==> images/cell_density.png <==
The die is cut into 12 by 12 equal tiles; white is low, dark blue is high, 0 to 100% covered.
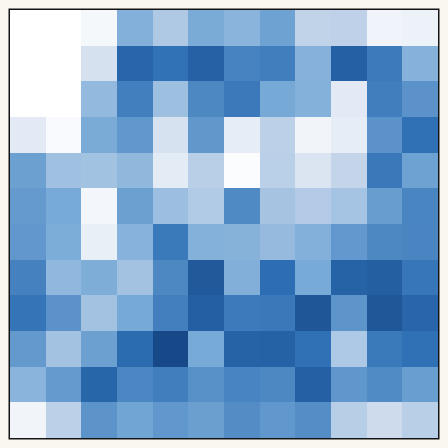
==> images/detail.png <==
Window x 78 to 98, y 78 to 98 µm. Cells in gray, sequential cells in the stronger gray; small squares are vias.
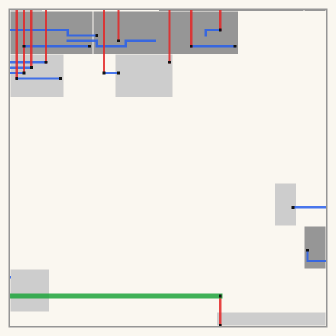
==> images/sizes.png <==
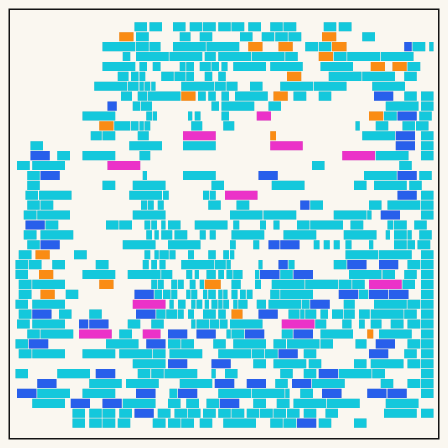
==> images/placement.png <==
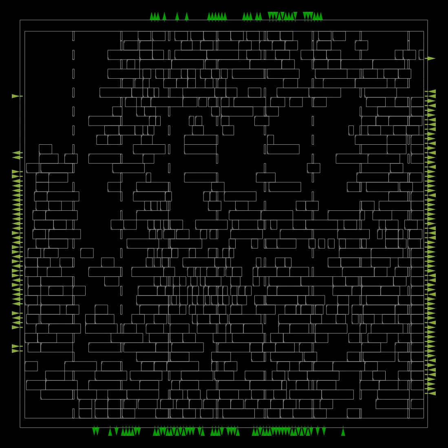
==> images/io_placement.png <==
Bar = 20 µm. Pins as bars across the die edge, other pins in gray.
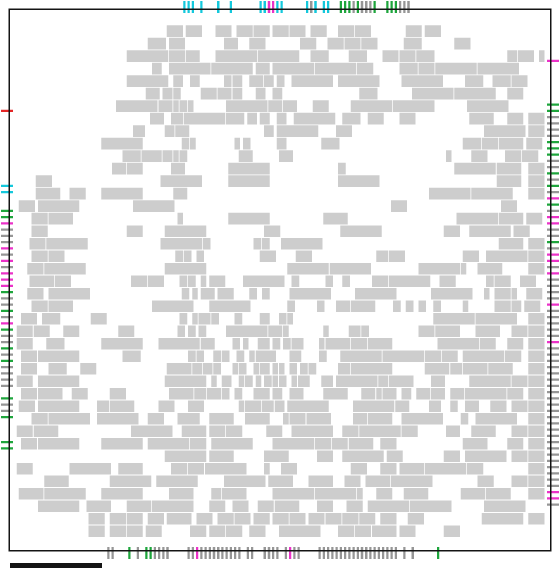
<file path="src/rtl/decode_pkg.sv">
// Shared decode types: opcode/funct constants, ALU select codes, mux selects,
// the packed control bundle and the inert (all-zero) bundle used at reset.
package decode_pkg;

    localparam logic [6:0] OP_R     = 7'b0110011;
    localparam logic [6:0] OP_I     = 7'b0010011;
    localparam logic [6:0] OP_LOAD  = 7'b0000011;
    localparam logic [6:0] OP_S     = 7'b0100011;
    localparam logic [6:0] OP_B     = 7'b1100011;
    localparam logic [6:0] OP_JALR  = 7'b1100111;
    localparam logic [6:0] OP_JAL   = 7'b1101111;
    localparam logic [6:0] OP_LUI   = 7'b0110111;
    localparam logic [6:0] OP_AUIPC = 7'b0010111;

    localparam logic [2:0] F3_ADD_SUB = 3'b000;
    localparam logic [2:0] F3_SRL_SRA = 3'b101;
    localparam logic [2:0] F3_LB      = 3'b000;
    localparam logic [2:0] F3_LH      = 3'b001;
    localparam logic [2:0] F3_LW      = 3'b010;
    localparam logic [2:0] F3_LBU     = 3'b100;
    localparam logic [2:0] F3_LHU     = 3'b101;
    localparam logic [2:0] F3_SB      = 3'b000;
    localparam logic [2:0] F3_SH      = 3'b001;
    localparam logic [2:0] F3_SW      = 3'b010;
    localparam logic [2:0] F3_JALR    = 3'b000;

    localparam logic [6:0] F7_BASE   = 7'b0000000;
    localparam logic [6:0] F7_ALT    = 7'b0100000;
    localparam logic [6:0] F7_MULDIV = 7'b0000001;

    // Original 4-bit codes zero-extended; M-extension codes occupy 16..23 as {2'b10, funct3}.
    typedef enum logic [4:0] {
        ALU_ADD    = 5'd0,
        ALU_SLL    = 5'd1,
        ALU_SLT    = 5'd2,
        ALU_SLTU   = 5'd3,
        ALU_XOR    = 5'd4,
        ALU_SRL    = 5'd5,
        ALU_OR     = 5'd6,
        ALU_AND    = 5'd7,
        ALU_SUB    = 5'd12,
        ALU_SRA    = 5'd13,
        ALU_BSEL   = 5'd15,
        ALU_MUL    = 5'd16,
        ALU_MULH   = 5'd17,
        ALU_MULHSU = 5'd18,
        ALU_MULHU  = 5'd19,
        ALU_DIV    = 5'd20,
        ALU_DIVU   = 5'd21,
        ALU_REM    = 5'd22,
        ALU_REMU   = 5'd23
    } alu_e;

    localparam logic [2:0] IMM_I = 3'd0;
    localparam logic [2:0] IMM_S = 3'd1;
    localparam logic [2:0] IMM_B = 3'd2;
    localparam logic [2:0] IMM_U = 3'd3;
    localparam logic [2:0] IMM_J = 3'd4;

    localparam logic [1:0] WB_MEM = 2'd0;
    localparam logic [1:0] WB_ALU = 2'd1;
    localparam logic [1:0] WB_PC4 = 2'd2;

    localparam logic PC_PLUS4  = 1'b0;
    localparam logic PC_ALU    = 1'b1;
    localparam logic A_RS1     = 1'b0;
    localparam logic A_PC      = 1'b1;
    localparam logic B_RS2     = 1'b0;
    localparam logic B_IMM     = 1'b1;
    localparam logic MEM_LOAD  = 1'b0;
    localparam logic MEM_STORE = 1'b1;

    // isb = {is_branch, branch funct3}
    typedef struct packed {
        logic [3:0] isb;
        logic       pc_sel;
        logic [2:0] imm_sel;
        logic       br_un;
        logic       a_sel;
        logic       b_sel;
        alu_e       alu_sel;
        logic       mem_rw;
        logic       reg_wen;
        logic [1:0] wb_sel;
        logic       rd_valid;
        logic       illegal;
    } ctrl_t;

    localparam ctrl_t CTRL_NOP = '0;

    function automatic alu_e alu_from_f3(input logic [2:0] f3, input logic alt);
        alu_e a;
        a = ALU_ADD;
        case (f3)
            3'd0: a = alt ? ALU_SUB : ALU_ADD;
            3'd1: a = ALU_SLL;
            3'd2: a = ALU_SLT;
            3'd3: a = ALU_SLTU;
            3'd4: a = ALU_XOR;
            3'd5: a = alt ? ALU_SRA : ALU_SRL;
            3'd6: a = ALU_OR;
            3'd7: a = ALU_AND;
            default: a = ALU_ADD;
        endcase
        return a;
    endfunction

endpackage

</file>
<file path="src/rtl/decode_stage_comb.sv">
// Combinational RV32I instruction decoder: control bundle, illegal flag, source usage.
// Define RV32M_EN to decode the M-extension; otherwise those encodings are illegal.
module decode_comb
    import decode_pkg::*;
(
    input  logic [31:0] inst,
    output ctrl_t       ctrl,
    output logic        uses_rs1,
    output logic        uses_rs2,
    output logic [4:0]  rd,
    output logic [4:0]  rs1,
    output logic [4:0]  rs2,
    output logic [2:0]  funct3
);

    logic [6:0] opcode;
    logic [6:0] f7;
    logic       bad;

    assign opcode = inst[6:0];
    assign f7     = inst[31:25];
    assign funct3 = inst[14:12];
    assign rd     = inst[11:7];
    assign rs1    = inst[19:15];
    assign rs2    = inst[24:20];

    assign uses_rs1 = !(opcode == OP_LUI || opcode == OP_AUIPC || opcode == OP_JAL);
    assign uses_rs2 = (opcode == OP_R || opcode == OP_S || opcode == OP_B);

    always_comb begin
        ctrl = CTRL_NOP;
        bad  = 1'b0;
        case (opcode)
            OP_R: begin
                ctrl.reg_wen  = 1'b1;
                ctrl.rd_valid = 1'b1;
                ctrl.wb_sel   = WB_ALU;
                if (f7 == F7_BASE)
                    ctrl.alu_sel = alu_from_f3(funct3, 1'b0);
                else if (f7 == F7_ALT && (funct3 == F3_ADD_SUB || funct3 == F3_SRL_SRA))
                    ctrl.alu_sel = alu_from_f3(funct3, 1'b1);
`ifdef RV32M_EN
                else if (f7 == F7_MULDIV)
                    ctrl.alu_sel = alu_e'({2'b10, funct3});
`endif
                else
                    bad = 1'b1;
            end
            OP_I: begin
                ctrl.b_sel    = B_IMM;
                ctrl.alu_sel  = alu_from_f3(funct3, funct3 == F3_SRL_SRA && f7[5]);
                ctrl.reg_wen  = 1'b1;
                ctrl.rd_valid = 1'b1;
                ctrl.wb_sel   = WB_ALU;
            end
            OP_LOAD: begin
                ctrl.b_sel    = B_IMM;
                ctrl.reg_wen  = 1'b1;
                ctrl.rd_valid = 1'b1;
                ctrl.wb_sel   = WB_MEM;
                bad = !(funct3 inside {F3_LB, F3_LH, F3_LW, F3_LBU, F3_LHU});
            end
            OP_S: begin
                ctrl.imm_sel = IMM_S;
                ctrl.b_sel   = B_IMM;
                ctrl.mem_rw  = MEM_STORE;
                bad = !(funct3 inside {F3_SB, F3_SH, F3_SW});
            end
            OP_B: begin
                ctrl.isb     = {1'b1, funct3};
                ctrl.br_un   = funct3[1];
                ctrl.imm_sel = IMM_B;
                ctrl.a_sel   = A_PC;
                ctrl.b_sel   = B_IMM;
            end
            OP_JALR: begin
                ctrl.pc_sel   = PC_ALU;
                ctrl.b_sel    = B_IMM;
                ctrl.reg_wen  = 1'b1;
                ctrl.rd_valid = 1'b1;
                ctrl.wb_sel   = WB_PC4;
                bad = (funct3 != F3_JALR);
            end
            OP_JAL: begin
                ctrl.pc_sel   = PC_ALU;
                ctrl.imm_sel  = IMM_J;
                ctrl.a_sel    = A_PC;
                ctrl.b_sel    = B_IMM;
                ctrl.reg_wen  = 1'b1;
                ctrl.rd_valid = 1'b1;
                ctrl.wb_sel   = WB_PC4;
            end
            OP_LUI: begin
                ctrl.imm_sel  = IMM_U;
                ctrl.b_sel    = B_IMM;
                ctrl.alu_sel  = ALU_BSEL;
                ctrl.reg_wen  = 1'b1;
                ctrl.rd_valid = 1'b1;
                ctrl.wb_sel   = WB_ALU;
            end
            OP_AUIPC: begin
                ctrl.imm_sel  = IMM_U;
                ctrl.a_sel    = A_PC;
                ctrl.b_sel    = B_IMM;
                ctrl.reg_wen  = 1'b1;
                ctrl.rd_valid = 1'b1;
                ctrl.wb_sel   = WB_ALU;
            end
            default: bad = 1'b1;
        endcase

        if (inst[1:0] != 2'b11)
            bad = 1'b1;

        // Illegal words still flow to EX for trapping, but must have no architectural side effects.
        if (bad) begin
            ctrl.reg_wen  = 1'b0;
            ctrl.mem_rw   = MEM_LOAD;
            ctrl.rd_valid = 1'b0;
            ctrl.isb[3]   = 1'b0;
            ctrl.illegal  = 1'b1;
        end
    end

endmodule

</file>
<file path="src/rtl/decode_stage.sv">
// Registered decode stage: ID/EX register with valid/ready, load-use hazard bubble,
// flush, and a saturating stall counter. RV32M_EN enables M-extension decode.
module decode_stage
    import decode_pkg::*;
#(
    parameter int XLEN  = 32,
    parameter int CNT_W = 16
) (
    input  logic             clk,
    input  logic             rst,
    input  logic             in_valid,
    output logic             in_ready,
    input  logic [31:0]      in_inst,
    input  logic [XLEN-1:0]  in_pc,
    input  logic             flush,
    output logic             out_valid,
    input  logic             out_ready,
    output ctrl_t            out_ctrl,
    output logic [4:0]       out_rd,
    output logic [4:0]       out_rs1,
    output logic [4:0]       out_rs2,
    output logic [2:0]       out_funct3,
    output logic [31:0]      out_inst,
    output logic [XLEN-1:0]  out_pc,
    output logic [CNT_W-1:0] stall_cnt
);

    localparam logic [CNT_W-1:0] CNT_MAX = '1;
    localparam logic [CNT_W-1:0] CNT_ONE = 1;

    ctrl_t      dec_ctrl;
    logic       uses_rs1;
    logic       uses_rs2;
    logic [4:0] dec_rd;
    logic [4:0] dec_rs1;
    logic [4:0] dec_rs2;
    logic [2:0] dec_funct3;
    logic       hazard;
    logic       accept;

    decode_comb u_decode (
        .inst     (in_inst),
        .ctrl     (dec_ctrl),
        .uses_rs1 (uses_rs1),
        .uses_rs2 (uses_rs2),
        .rd       (dec_rd),
        .rs1      (dec_rs1),
        .rs2      (dec_rs2),
        .funct3   (dec_funct3)
    );

    // A load in ID/EX has no data until MEM, so a dependent instruction must wait one cycle.
    assign hazard = out_valid && out_ctrl.wb_sel == WB_MEM && out_ctrl.reg_wen
                 && out_rd != 5'd0 && in_valid
                 && ((uses_rs1 && dec_rs1 == out_rd) || (uses_rs2 && dec_rs2 == out_rd));

    assign in_ready = flush || (!hazard && (!out_valid || out_ready));
    assign accept   = in_valid && in_ready;

    always_ff @(posedge clk or posedge rst) begin
        if (rst) begin
            out_valid  <= 1'b0;
            out_ctrl   <= CTRL_NOP;
            out_rd     <= '0;
            out_rs1    <= '0;
            out_rs2    <= '0;
            out_funct3 <= '0;
            out_inst   <= '0;
            out_pc     <= '0;
        end else if (flush) begin
            out_valid <= 1'b0;
        end else if (accept) begin
            out_valid  <= 1'b1;
            out_ctrl   <= dec_ctrl;
            out_rd     <= dec_rd;
            out_rs1    <= dec_rs1;
            out_rs2    <= dec_rs2;
            out_funct3 <= dec_funct3;
            out_inst   <= in_inst;
            out_pc     <= in_pc;
        end else if (out_ready) begin
            out_valid <= 1'b0;
        end
    end

    always_ff @(posedge clk or posedge rst) begin
        if (rst)
            stall_cnt <= '0;
        else if (hazard && !flush && stall_cnt != CNT_MAX)
            stall_cnt <= stall_cnt + CNT_ONE;
    end

endmodule

</file>
<file path="config.mk">
export PLATFORM = sky130hd
export DESIGN_NAME = decode_stage
export DESIGN_NICKNAME = d
export VERILOG_FILES = /design/src/rtl/decode_pkg.sv /design/src/rtl/decode_stage_comb.sv /design/src/rtl/decode_stage.sv
export SDC_FILE = /design/constraint.sdc
export NUM_CORES = 1
export LEC_CHECK = 0
export ABC_AREA = 0
export CAP_MARGIN = 20
export CORE_UTILIZATION = 36
export DETAILED_ROUTE_END_ITERATION = 10
export PLACE_DENSITY = 0.74
export SLEW_MARGIN = 25
export SYNTH_ARGS = -nofsm -noshare
export SYNTH_HDL_FRONTEND = slang
export SYNTH_SLANG_ARGS = --single-unit
export TNS_END_PERCENT = 1
</file>
<file path="constraint.sdc">
create_clock -name clk -period 8.3 [get_ports clk]
set_input_delay 1.245 -clock clk [delete_from_list [all_inputs] [get_ports clk]]
set_output_delay 1.245 -clock clk [all_outputs]
set_load 0.05 [all_outputs]
</file>
==> results.ini <==
[synth]
yosys-stat-cells=379
fa_ha_area_frac=0.00261
ys_seq_frac=0.521
synth.area.mux_share=0.209
yosysTopAreaCell=dfrtp_1
synth_cell_types=43
top_cell=dfrtp_1
fp_nets=449
yosys.area_share.simple=0.0930
synthTopCellsByCount=dfrtp_1 (100), mux2_4 (54), o21ai_0 (35), buf_4 (21), xnor2_1 (19)
flop_cell=dfrtp_1
syn_area_um2=4800
ys_sh_aoi=0.0680
edf_count=0
ys_warn_count=0
synth_flops=100
async_flop_share=1.00
yosys_area_um2=4800
top_logic_kind=multiplexers
ys_sh_xor=0.0419
synthTopCellsByArea=dfrtp_1 (52%), mux2_4 (17%), mux2_2 (4.0%)
syn_inst=379
synth_top_area_share=0.521
avgSynthCellArea_um2=12.7

[drt]
top_layer_used=met4
viasPerCell=4.97
avgRoutedWirePerCell_um=16.8
drt-initial-drc-count=268
wl_met2_mm=5.81
drc_errors=0
wl_met1_mm=5.16
wl_met3_mm=1.00
firstDrtPassIters=4
route.antenna.remaining_nets=0
num_vias=3566
drt_wl_total_mm=12.1

[setup_path]
cp_max_fo=33
path_class=input port to primary output
cp-end-kind=primary output
crit_arrival_ns=4.13
start_kind=input port
critPathRequiredTime_ns=7.05

[clock_network]
clockBufferDepth=2
cts.htree.levels=3
cts_root_buffer=clkbuf_16
cts_resized=0
holdBufCountCts=0
cts_tree=done
clk_latency_ns=0.34
clock-sinks=100
clk_pin_slew_worst_paths_ns=0.07
post-cts-setup-buffer-count=0
cts_buffers=9

[place]
portBuffers=189
dpl_cell_area_um2=6650
dp_hpwl_mm=8.69
place_congestion=0.851

[floorplan]
die_y_um=117
dieWidth_um=117
coreArea_um2=12800
chip_area_um2=13800
row_count=41
pin_count=191
initial_core_util=0.374

[sta]
fin_skew_ns=0.00680
setup_viol=0
drv_slew=0
min_period_over_period=0.647
period_minus_slack_ns=5.37
hold_viol=0
fin_tns_setup_ns=0
holdWs_ns=0.496
max_freq_ghz=0.186
slew_headroom=0.405
rsz0062_at_grt=false
worst_pin_slew_ns=0.885

[power]
seqPwrFrac=0.384
p_leak_nw=2.99
internal-power_mw=0.964
vdd_drop_max_mv=0.140
p_comb_frac=0.360
powerDensity_nw_per_um2=218
p_switching_mw=0.548
clockPowerShare=0.257
netSwitchingFraction=0.362

[global_route]
top_usage_layer=met2
grt_util_met2=0.294
overflow=0
grt_pass1_vias=3719
antenna_found_initial=0
grt_max_degree=76
grtUsageTotal=0.183
met3_usage=0.0630
grt_pass1_wl_mm=20.1
met1_usage=0.234

[final_layout]
final_area_um2=6920
largest_reg_flops=32
syn_to_final_growth_pct=44.2
final_cell_mix=clkdlybuf4s50_1 (189), dfrtp_1 (100), mux2_4 (54), o21ai_0 (35), xnor2_1 (19)
top_register=out_pc
mostFrequentLayoutCell=clkdlybuf4s50_1
drive_gt1_frac=0.168
fin_nets=611
n_antenna_cell=0
reg_top3=out_pc x32, out_ctrl x19, out_inst x18

[outcome]
outcome=complete, no violations

[worst_hold_path]
hold_class=register to register

[run]
warnings=26
drv_cap=0

Back to the opening pictures, cell_density.png:
The fullest tile reaches 90%. The densest ninth of the die: bottom middle. 4.9% of the tiles are nearly empty.

Back to the opening pictures, detail.png:
Blue is metal 1. Red is metal 2. Green is metal 3.
Most frequent: clkdlybuf4s50_1 (2), dfrtp_1 (2), clkbuf_1 (1). Sequential cells in the window: 2. 5 logic cells have their middle in the window. Netlist names of flops here include out_pc (2).

Back to the opening pictures, sizes.png:
Blue is _3 and _4 cells, cells 60, most used mux2_4. Orange is _2 cells, cells 21, most used mux2_2. Cyan is _0 and _1 cells, cells 454, most used clkdlybuf4s50_1. Magenta is _6 and larger, cells 11, most used clkbuf_16.

Back to the opening pictures, placement.png:
# Taps: 172
final core utilization: 0.540
Seq area share: 0.361
layout filler cell count: 1087

Back to the opening pictures, io_placement.png:
Green is in_pc, pins 32, direction input, edge 11 left, 9 right, 8 top, 4 bottom. Magenta is out_ctrl, pins 22, direction output, edge 11 right, 7 left, 2 bottom, 2 top. Cyan is stall_cnt, pins 16, direction output, edge 14 top, 2 left. Red is clk, pins 1, direction input, edge left.

[final cells by class]
class | instances | area [µm²]
well taps | 172 | 215
multi-input cells | 233 | 2000
flip-flops and latches | 100 | 2500
fillers | 1087 | 5900
repair buffers | 192 | 1920
inverters | 5 | 21.3
clock inverters | 4 | 25.0
clock buffers | 12 | 246
[worst paths after layout]
path	startpoint	end	cells past startpoint	slack, ns
setup / recovery	in_inst[2]	in_ready	8	2.93
hold / removal	stall_cnt[8]	stall_cnt[8]	1	0.50
setup reg to reg	out_ctrl[3]	out_pc[8]	8	4.77
hold reg to reg	stall_cnt[8]	stall_cnt[8]	1	0.50
max in group asynchronous	rst	out_inst[19]	3	6.09
min in group asynchronous	rst	out_pc[11]	2	1.22
[per-stage QoR]
| step | power [mW] | worst slack [ns] | instances |
|---|---|---|---|
| after global routing | 1.58 | 2.70 | 718 |
| after CTS | 1.53 | 2.95 | 718 |
| after detailed placement | 1.13 | 2.95 | 702 |
| after global placement | 1.13 | 3.03 | 702 |
| final | 1.51 | 2.93 | 718 |
| after floorplan | 0.959 | 3.84 | 379 |
[power groups by stage]
| stage | Sequential (mW) | Clock (mW) | Combinational, mW |
|---|---|---|---|
| 6_report | 0.580 | 0.388 | 0.544 |
| 5_1_grt | 0.588 | 0.426 | 0.565 |
| 4_1_cts | 0.581 | 0.403 | 0.548 |
| 3_5_place_dp | 0.589 | 0 | 0.545 |
| 3_3_place_gp | 0.586 | 0 | 0.542 |
| 2_1_floorplan | 0.769 | 0 | 0.189 |
[worst max-delay path, stage by stage]
cell,delay [ns]
clkdlybuf4s50_1,0.67
inv_1,0.15
nor4_2,0.50
a211oi_1,0.12
a41o_1,0.25
buf_4,0.22
a21oi_1,0.15
clkdlybuf4s50_1,0.81
No activity file was given, so power comes from the tool's default toggle rates.
